Design serial_add_sub, sky130hd; sources not shown.
Fig. 1: run 1, routing congestion
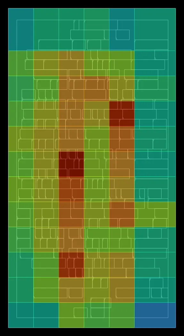
met1 Usage GRT: 21.9%
GR Util met3: 4.77%

Fig. 2: run 1, cells by drive strength
The bar under the picture is 10 µm long.
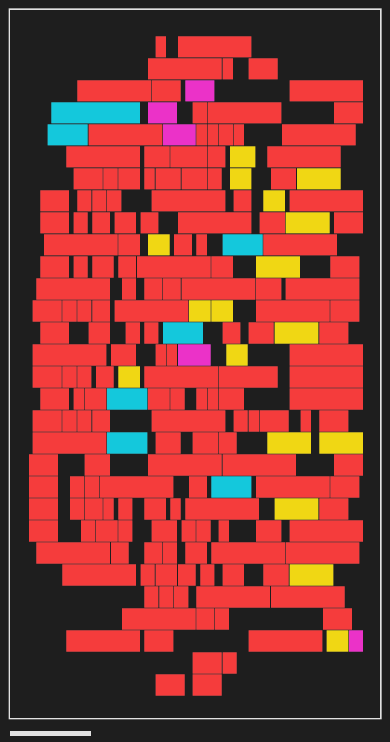
colour	size	cells	share
red	x1 and smaller	174	86%
cyan	x6 and larger	7	3.4%
yellow	x3 and x4	17	8.4%
magenta	x2	5	2.5%
worst setup margin: 0.386 ns
design area: 2360 µm²
synth-to-layout area growth: 23.3%
buffers outside the clock class: 38

Fig. 3: run 1, metal layers overlaid
Two of the layers only.
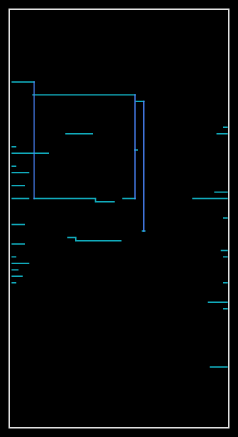
colour	layer	wire length
blue	M4	73.4 µm
cyan	M3	121 µm
WL/cell: 15.4 µm
Total Wirelength: 3620 µm
via count: 1398
GRT Util Overall: 20.6%

==> Slide: Implementation Results, run 1 <==
Run Summary

GRT
  • Total grt overflow: 0
  • First-pass GRT wire length: 6100 µm

Run status
  • Outcome: completed

Cells and area
  • Final-layout non-clock buffer area share: between 10% and 20%
  • Most frequent logic cell in the layout: dfrtp_1
  • Top Layout Cells: dfrtp_1 (42), clkdlybuf4s50_1 (29), a21oi_1 (18), o21ai_0 (17), nor2b_1 (16)
  • Non-clock inverter count in the final layout: 4
  • Seq cells: 42
  • Comb_multi_in: roughly 110
  • Clock-cell share: approximately 4.8%
  • Largest cell class by area: flip-flops and latches
  • Final Util: a little over two thirds
  • Clkbuf count: 6

Synthesis
  • Number of enable flip-flop cells: 0
  • XORs/XNORs by Area: 0.913%
  • Ys flops: roughly 42
  • Ys async rst share: 100%
  • Top area contributor share: roughly 55%
  • Post-Syn Area: approximately 1900 µm²
  • Largest area contributor in the netlist: dfrtp_1
  • Cell Type Count: 31
  • Post-synth seq share: between 50% and 60%

Die
  • FP Rows: 30
  • Width of the die: around 46 µm
  • Fp_density: 56.8%

Clock network
  • Worst-path clk slew: 0.07 ns
  • H-tree Lvls: 2

Place
  • Buffers on Ports: 30
  • Pre-CTS setup slack: approximately 0.30 ns

Timing
  • Cycle use final: between 80% and 90%
  • RSZ-0062 raised after global routing: no
  • Worst-Margin Slew: 0.517 ns

Worst setup path
  • Worst Setup End Kind: output port
  • Delay-heaviest family, CP: buffers and inverters
  • Crit Path Category: register to output port

Detailed routing
  • DRC violation count after routing: 0

Pwr
  • Reg power frac: about two fifths
run 1: power by group through the flow:
stage          Sequential, mW  Combinational [mW]  Clock [mW]
2_1_floorplan            1.45               0.777           0
4_1_cts                  1.38                1.30       0.667
5_1_grt                  1.42                1.40       0.691
3_5_place_dp             1.40                1.29           0
6_report                 1.38                1.28       0.636
3_3_place_gp             1.38                1.24           0
run 1: routing by layer:
metal,share of wire [%],GRT usage [%],vias up,wire [µm]
li1,-,-,668,-
met1,41,21.9,689,1490
met2,54,36.5,34,1940
met5,0,0,-,0
met3,3.3,4.77,7,120
met4,2.0,9.61,0,73
run 1: stage by stage:
step	instances	area, µm²	power [mW]
after global routing	235	2360	3.52
after global placement	228	2250	2.62
after floorplan	170	1920	2.23
final	235	2360	3.30
after CTS	235	2360	3.35
after detailed placement	228	2250	2.69
--- run 2 (diff from run 1) ---
Settings changed: CORE_UTILIZATION 55 to 49, PLACE_DENSITY 0.87 to 0.82.
Clock period 2.07 ns to 1.5 ns, I/O delays scaled along.
Fig. 4: run 2, metal layers overlaid
Two of the layers only.
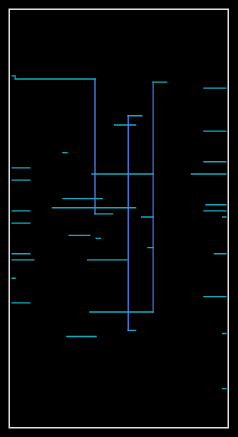
colour	layer	wire length
blue	M4	129 µm
cyan	M3	185 µm
via count: 1508
WL/cell: 16.6 µm
Total Wirelength: 4450 µm
GRT Util Overall: 22.1%

Fig. 5: run 2, M2 wires
The bar under the picture is 10 µm long.
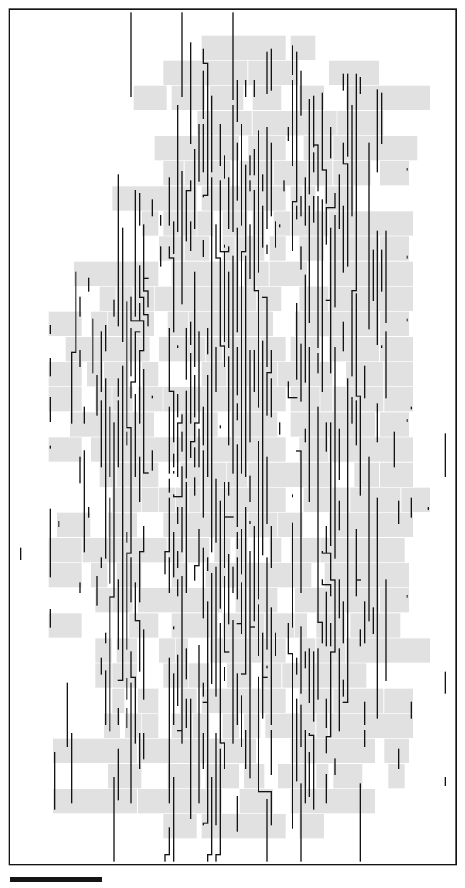
share of all routed wire	56%
nets with wire on the layer	212
wire length on this layer	2480 µm
longest straight run	40.5 µm
main direction	vertical
global routing usage on met2: 37.7%

==> run 2 against run 1 <==
  * Setup slack got worse by 0.31 ns
  * Critical path type is now register to register
  * Global-route usage rose by 1.4 points
  * First-iteration DRC count is 55% higher
  * Clock power is 46% higher
  * Register-to-register slack got worse by 0.44 ns
  * Synthesized area unchanged
  * Wire length increased by 23%
  * Critical path depth is 3 higher
  * Clock skew up 0.0021 ns
  * Final cell count is 14% higher
  * Design area rose by 7.2%
==> Slide: Implementation Results, run 2 <==
Run Summary

Synthesis
  • Top area contributor share: between 50% and 60%
  • Number of enable flip-flop cells: 0
  • XORs/XNORs by Area: less than 1%

Worst setup path
  • Crit Path Category: register to register
  • Worst Setup End Kind: register
  • Delay-heaviest family, CP: flip-flops

GRT
  • Total grt overflow: 0
  • GR Util met3: under 10%
  • First-pass GRT wire length: slightly below 7000 µm
  • GRT Max-Usage Layer: met2

Cells and area
  • Most frequent logic cell in the layout: dfrtp_1
  • Synth-to-layout area growth: 32.2%
  • Cell Count, Final, Fillers Out: 269
  • Design area: approximately 2500 µm²
  • Top Layout Cells: dfrtp_1 (42), a21oi_1 (18), clkdlybuf4s50_1 (18), o21ai_0 (17), buf_4 (15)

Run status
  • Outcome: completed

Detailed routing
  • Metal3 WL: around 180 µm
  • Top routing layer used: met4

Place
  • Pre-CTS setup slack: -0.110 ns
  • Placed instance area: around 2300 µm²

Clock network
  • Worst-path clk slew: about 0.08 ns
  • H-tree Lvls: 2

Pwr
  • Tot Pwr: about 4.8 mW

Timing
  • Worst-Margin Slew: approximately 0.53 ns
  • Worst setup margin: 0.0736 ns
Fig. 6: run 2, signal wires on met1
The bar under the picture is 10 µm long. Supply wires on this layer in grey.
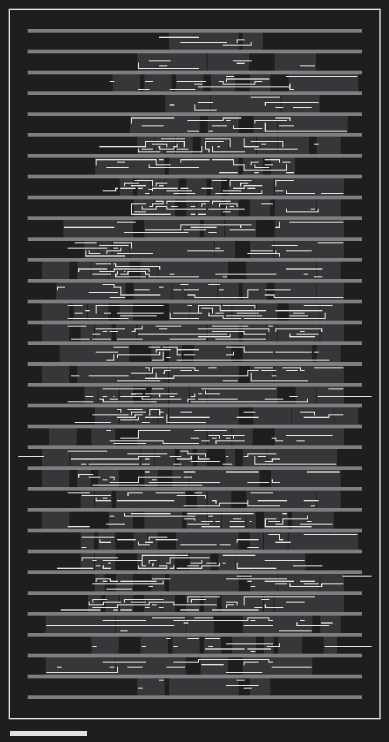
share of all routed wire	37%
longest straight run	19.8 µm
met1 Usage GRT: 24.0%

==> run 2: cell counts after synthesis <==
Identical to the previous run, type by type.
==> run 2: repair_timing <==
| action | 4_1_cts | 5_1_grt |
|---|---|---|
| setup buffers | 6 | 3 |
| pin swaps | 1 | 2 |
| gates resized | 13 | 10 |
| gates cloned | 1 | 0 |
| hold buffers | 0 | 0 |
| setup endpoints to repair | 21 | 22 |
==> run 2: final cells by class <==
cell class	count	area (µm²)	share of cell area [%]
clock buffers	7	83.8	3.31
flip-flops and latches	42	1050	41.5
repair buffers	51	472	18.6
inverters	4	15.0	0.592
multi-input cells	113	820	32.3
clock inverters	1	30.0	1.18
well taps	51	63.8	2.52
==> run 2: power breakdown <==
part           switching [mW]  internal (mW)
Clock                   0.394          0.535
Combinational           0.947           1.08
Sequential              0.312           1.58
Total                    1.65           3.19
Power figures rest on the tool's default switching activity, not on a simulated workload.
